File: config.mk
export PLATFORM = sky130hd
export DESIGN_NAME = mips_multicycle_ctrl
export DESIGN_NICKNAME = d
export VERILOG_FILES = /design/src/rtl/mips_multicycle_ctrl.sv
export SDC_FILE = /design/constraint.sdc
export NUM_CORES = 1
export LEC_CHECK = 0
export ABC_CLOCK_PERIOD_IN_PS = 2600
export CAP_MARGIN = 10
export CORE_MARGIN = 1
export CORE_UTILIZATION = 35
export DETAILED_ROUTE_END_ITERATION = 6
export GPL_ROUTABILITY_DRIVEN = 0
export SYNTH_ARGS = -nofsm -noshare
export SYNTH_HDL_FRONTEND = slang
export SYNTH_SLANG_ARGS = --single-unit
export TNS_END_PERCENT = 30
File: constraint.sdc
create_clock -name clk -period 2.6 [get_ports clk]
set_input_delay 0.26 -clock clk [delete_from_list [all_inputs] [get_ports clk]]
set_output_delay 0.26 -clock clk [all_outputs]
set_load 0.05 [all_outputs]
File: src/rtl/mips_multicycle_ctrl.sv
// mips_multicycle_ctrl
// Multi-cycle sequencer for the MIPS-32 datapath. It steps each instruction
// through fetch / decode / execute / memory / writeback, stalls on the
// shared memory port via mem_ready, and counts retired instructions.
//
// Ports
//   clk, reset        clock, synchronous active-high reset
//   opcode[5:0]       IR[31:26], valid from DECODE onward
//   zero              ALU zero flag (used in BEQ only)
//   mem_ready         memory completes current access this cycle
//   PCWrite .. PCSource  datapath mux selects / enables
//   illegal           one-cycle pulse in DECODE for an unsupported opcode
//   state[3:0]        current state (debug)
//   retired[CNT_W-1:0] retired-instruction count, wraps
//
// Build option: MIPS_CTRL_JUMP_EN enables the j instruction (opcode 000010).
// Without it, 000010 decodes as illegal and the JUMP state is unreachable.
module mips_multicycle_ctrl #(
  parameter int CNT_W = 32
) (
  input  logic             clk,
  input  logic             reset,
  input  logic [5:0]       opcode,
  input  logic             zero,
  input  logic             mem_ready,
  output logic             PCWrite,
  output logic             IorD,
  output logic             MemRead,
  output logic             MemWrite,
  output logic             IRWrite,
  output logic             RegDst,
  output logic             MemtoReg,
  output logic             RegWrite,
  output logic             ALUSrcA,
  output logic [1:0]       ALUSrcB,
  output logic [1:0]       ALUOp,
  output logic [1:0]       PCSource,
  output logic             illegal,
  output logic [3:0]       state,
  output logic [CNT_W-1:0] retired
);

  typedef enum logic [3:0] {
    S_FETCH  = 4'd0,
    S_DECODE = 4'd1,
    S_MEMADR = 4'd2,
    S_MEMRD  = 4'd3,
    S_MEMWB  = 4'd4,
    S_MEMWR  = 4'd5,
    S_REXEC  = 4'd6,
    S_RWB    = 4'd7,
    S_BEQ    = 4'd8,
    S_JUMP   = 4'd9
  } state_t;

  localparam logic [5:0] OP_RTYPE = 6'b000000;
  localparam logic [5:0] OP_LW    = 6'b100011;
  localparam logic [5:0] OP_SW    = 6'b101011;
  localparam logic [5:0] OP_BEQ   = 6'b000100;
  localparam logic [5:0] OP_J     = 6'b000010;

  state_t cur, nxt;
  logic   op_known;
  logic   retire;

  // Opcodes the sequencer can handle; everything else pulses illegal.
  always_comb begin
    op_known = (opcode == OP_RTYPE) || (opcode == OP_LW) ||
               (opcode == OP_SW)    || (opcode == OP_BEQ);
`ifdef MIPS_CTRL_JUMP_EN
    op_known = op_known || (opcode == OP_J);
`endif
  end

  // State register
  always_ff @(posedge clk) begin
    if (reset) cur <= S_FETCH;
    else       cur <= nxt;
  end

  // Next-state logic
  always_comb begin
    nxt = cur;
    case (cur)
      S_FETCH:  if (mem_ready) nxt = S_DECODE;
      S_DECODE: begin
        nxt = S_FETCH;
        if (opcode == OP_RTYPE)                        nxt = S_REXEC;
        else if (opcode == OP_LW || opcode == OP_SW)   nxt = S_MEMADR;
        else if (opcode == OP_BEQ)                     nxt = S_BEQ;
`ifdef MIPS_CTRL_JUMP_EN
        else if (opcode == OP_J)                       nxt = S_JUMP;
`endif
      end
      // Only lw/sw reach MEMADR; anything not sw is treated as the load.
      S_MEMADR: nxt = (opcode == OP_SW) ? S_MEMWR : S_MEMRD;
      S_MEMRD:  if (mem_ready) nxt = S_MEMWB;
      S_MEMWR:  if (mem_ready) nxt = S_FETCH;
      S_REXEC:  nxt = S_RWB;
      default:  nxt = S_FETCH; // MEMWB, RWB, BEQ, JUMP and unused codes
    endcase
  end

  // Output logic; everything is held low while reset is asserted so no
  // strobe or register write escapes in the reset cycle.
  always_comb begin
    PCWrite  = 1'b0;
    IorD     = 1'b0;
    MemRead  = 1'b0;
    MemWrite = 1'b0;
    IRWrite  = 1'b0;
    RegDst   = 1'b0;
    MemtoReg = 1'b0;
    RegWrite = 1'b0;
    ALUSrcA  = 1'b0;
    ALUSrcB  = 2'b00;
    ALUOp    = 2'b00;
    PCSource = 2'b00;
    illegal  = 1'b0;
    if (!reset) begin
      case (cur)
        S_FETCH: begin
          MemRead = 1'b1;
          ALUSrcB = 2'b01;
          IRWrite = mem_ready; // PC+4 and IR load only when the read lands
          PCWrite = mem_ready;
        end
        S_DECODE: begin
          ALUSrcB = 2'b11;     // precompute branch target into ALUOut
          illegal = !op_known;
        end
        S_MEMADR: begin
          ALUSrcA = 1'b1;
          ALUSrcB = 2'b10;
        end
        S_MEMRD: begin
          IorD    = 1'b1;
          MemRead = 1'b1;
        end
        S_MEMWB: begin
          MemtoReg = 1'b1;
          RegWrite = 1'b1;
        end
        S_MEMWR: begin
          IorD     = 1'b1;
          MemWrite = 1'b1;
        end
        S_REXEC: begin
          ALUSrcA = 1'b1;
          ALUOp   = 2'b10;
        end
        S_RWB: begin
          RegDst   = 1'b1;
          RegWrite = 1'b1;
        end
        S_BEQ: begin
          ALUSrcA  = 1'b1;
          ALUOp    = 2'b01;
          PCSource = 2'b01;
          PCWrite  = zero;
        end
`ifdef MIPS_CTRL_JUMP_EN
        S_JUMP: begin
          PCSource = 2'b10;
          PCWrite  = 1'b1;
        end
`endif
        default: ;
      endcase
    end
  end

  // An instruction retires in its final cycle; memory-write finishes only
  // when the port accepts it.
  always_comb begin
    retire = (cur == S_MEMWB) || (cur == S_RWB) || (cur == S_BEQ) ||
             (cur == S_JUMP)  || ((cur == S_MEMWR) && mem_ready);
  end

  always_ff @(posedge clk) begin
    if (reset)       retired <= '0;
    else if (retire) retired <= retired + 1'b1;
  end

  assign state = cur;

endmodule

Fig. 1: run 1, power grid
Bar = 20 microns. Pins as bars on the die edge. Tap cells in gray.
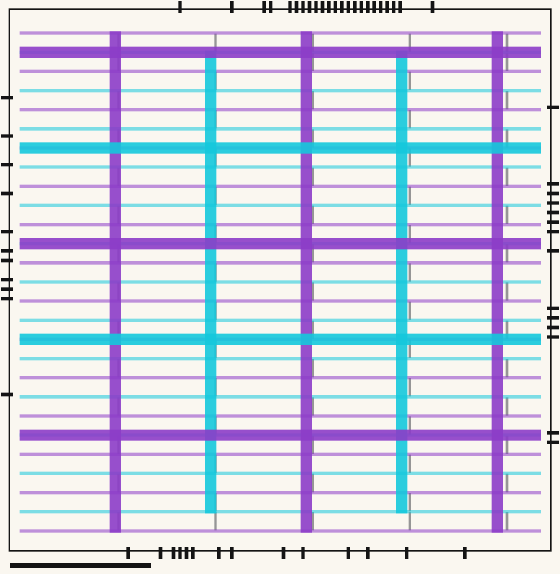
[cyan] VDD
[purple] VSS
tap cells: 70
met5 straps: 5
met4 straps: 5
rows: 26
met1 rails: 27
vertical die dimension: 76.7 microns
VDD IR max: 0.296 mV

Fig. 2: run 1, port wiring
Bar = 20 microns.
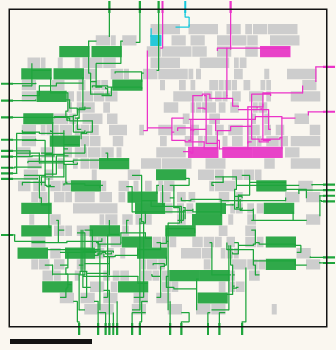
[cyan] PCWrite | bits: 1 | direction: output | end cells: 1 | buffers: 1 | wire: 10.1 microns
[green] retired | bits: 32 | direction: output | end cells: 32 | buffers: 33 | wire: 1300 microns
[magenta] state | bits: 4 | direction: output | end cells: 4 | buffers: 4 | wire: 311 microns
IO Port Bufs: 60
number of I/O pins: 62

Fig. 3: run 1, local utilization
Bar = 20 microns. The die is cut into 8 by 8 equal tiles; white is low, dark blue is high, 0 to 100% covered.
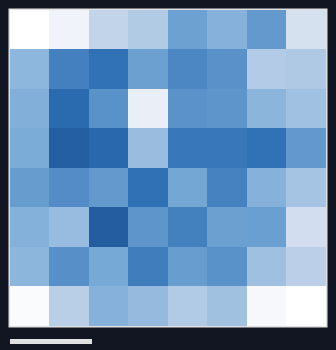
fullest tile: 81%
mean over tiles: 48%
tiles over 75% full: 6.2%
post-layout util: 0.553
Core Area: 0.00524 sq mm
FP Core Util: 0.373

Fig. 4: run 1, cell placement
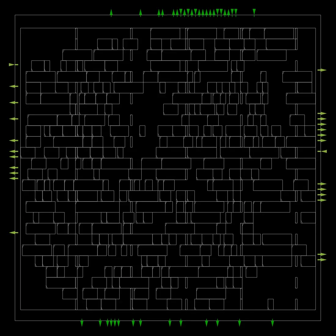
Filler Cells Inserted: 500
final non-filler cell total: 377
registers: 36
number of tapcells: 70
Std-Cell Rows: 26

==> reports/qor.tcl, run 1 <==
set qor(run_status) {completed}
set qor(worst_hold_path.endpoint) {retired[31]$_SDFFE_PP0P_}
set qor(htree_levels) 2
set qor(compound_area_frac) 0.216
set qor(r2r_setup_slack_ns) 0.34
set qor(slew_violations) 0
set qor(post_drt_via_cell_ratio) 5.38
set qor(synth.lib_cells_used.distinct) 41
set qor(critPathRequiredTime_ns) 2.83
set qor(use_met3) 0.0357
set qor(layout.nonclk_buf_frac) 0.273
set qor(num-clock-buffers) 7
set qor(grt_setup_unrepaired) {false}
set qor(drt-met1-wl_microns) 2530
set qor(placement.setup.worst_slack_ns) 0.196
set qor(fp.dieArea_sq_mm) 0.00589
set qor(synth.top_cells.by_area) {dfxtp_1 37%, a21oi_1 6.1%, nor2_1 5.4%, xor2_1 5.4%, or4_1 4.2%}
set qor(postCtsResizedCells) 0
set qor(timing.critical_path.fanout_max) 16
set qor(regToRegStartpoint) {state[1]$_SDFFE_PP0P_}
set qor(layout-drive-gt1-share) 0.130
set qor(timing.final.setup_violations) 0
set qor(proportion_of_cell_area_occupied_by_registers) 0.249
set qor(yosys-stat-area_sq_mm) 0.00195
set qor(clock_sinks) 36
set qor(pwr.group.combinational_mw) 0.109
set qor(min_period_over_period) 0.870
set qor(clock.fmax_ghz) 0.442
set qor(p_leak_nw) 1.01
set qor(critical_path_depth) 6
set qor(cts_tree) {built}
set qor(dpl_cell_area_sq_mm) 0.00277
set qor(critical_path.endpoint_type) {flop}
set qor(yosys.area_share.adder) 0.00640
set qor(busiest_layer) {met2}
set qor(place_hpwl_microns) 3750
set qor(basic_gate_share_of_the_synthesized_area_counting_and_or_nand_and_nor_cells) 0.300
set qor(dominant_cells) {combinational gates}
set qor(synth.yosys.num_cells) 248
set qor(nonClockInverterCount) 5
set qor(cts_buffer_count) 5
set qor(post-route-drc-count) 0
Fig. 5: run 1, sequential cells colored by netlist name
Bar = 20 microns. Other cells in gray.
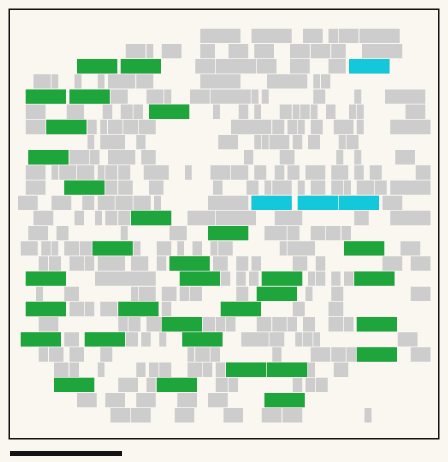

## Run 2: what changed since run 1
--- a/config.mk
+++ b/config.mk
@@ -10,7 +10,7 @@
 export CORE_MARGIN = 1
 export CORE_UTILIZATION = 35
 export DETAILED_ROUTE_END_ITERATION = 6
-export GPL_ROUTABILITY_DRIVEN = 0
+export PLACE_DENSITY = 0.63
 export SYNTH_ARGS = -nofsm -noshare
 export SYNTH_HDL_FRONTEND = slang
 export SYNTH_SLANG_ARGS = --single-unit
Fig. 6: run 2, sequential cells colored by netlist name
Bar = 20 microns. Other cells in gray.
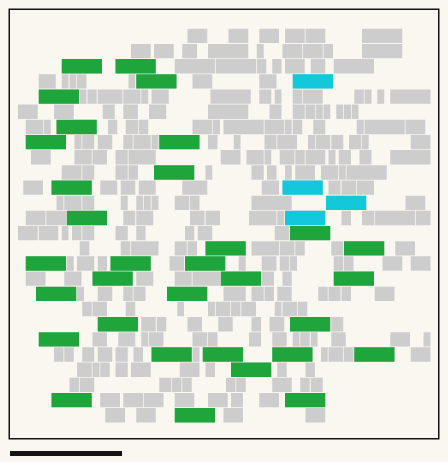
[green] retired | flops: 32
[cyan] state | flops: 4
post-layout util: 0.547
proportion of cell area occupied by registers: 0.252
Register Area: 721 sq um
power attributed to sequential cells: 0.555 mW

==> run 2 against run 1 <==
  * Core utilization is 0.60 points lower
  * Synthesized cell count is the same
  * Clock-buffer cell count down 2
  * Final cell count grew 0.27%
  * Largest cell class unchanged
==> reports/qor.tcl, run 2 <==
set qor(layout-drive-gt1-share) 0.133 ;# was 0.130
set qor(portBuffers) 60 ;# unchanged
set qor(critical_path.endpoint_type) {output pin} ;# was flop
set qor(boundaryPins) 62 ;# unchanged
set qor(timing.critical_path.fanout_max) 9 ;# was 16
set qor(synth.lib_cells_used.distinct) 41 ;# unchanged
set qor(regToRegStartpoint) {state[1]$_SDFFE_PP0P_} ;# unchanged
set qor(busiest_layer) {met2} ;# unchanged
set qor(fillerInstances) 512 ;# was 500
set qor(yosys-stat-area_sq_mm) 0.00195 ;# unchanged
set qor(pwr.group.combinational_mw) 0.109 ;# about the same
set qor(layout.nonclk_buf_frac) 0.279 ;# was 0.273
set qor(min_period_over_period) 0.844 ;# was 0.870
set qor(nonClockInverterCount) 5 ;# unchanged
set qor(synth.top_cells.by_area) {dfxtp_1 37%, a21oi_1 6.1%, nor2_1 5.4%, xor2_1 5.4%, or4_1 4.2%} ;# unchanged
set qor(std_cell_rows) 26 ;# unchanged
set qor(num-clock-buffers) 5 ;# was 7
set qor(use_met3) 0.0274 ;# was 0.0357
set qor(final-instance-count-excl-fill) 378 ;# was 377
set qor(post-route-drc-count) 0 ;# unchanged
set qor(number_of_tapcells) 70 ;# unchanged
set qor(dominant_cells) {combinational gates} ;# unchanged
set qor(critPathRequiredTime_ns) 2.34 ;# was 2.83 ns
set qor(run_status) {completed} ;# unchanged
set qor(floorplan.initialDensity) 0.373 ;# unchanged
set qor(slew_violations) 0 ;# unchanged
No activity file was given, so power comes from the tool's default toggle rates.
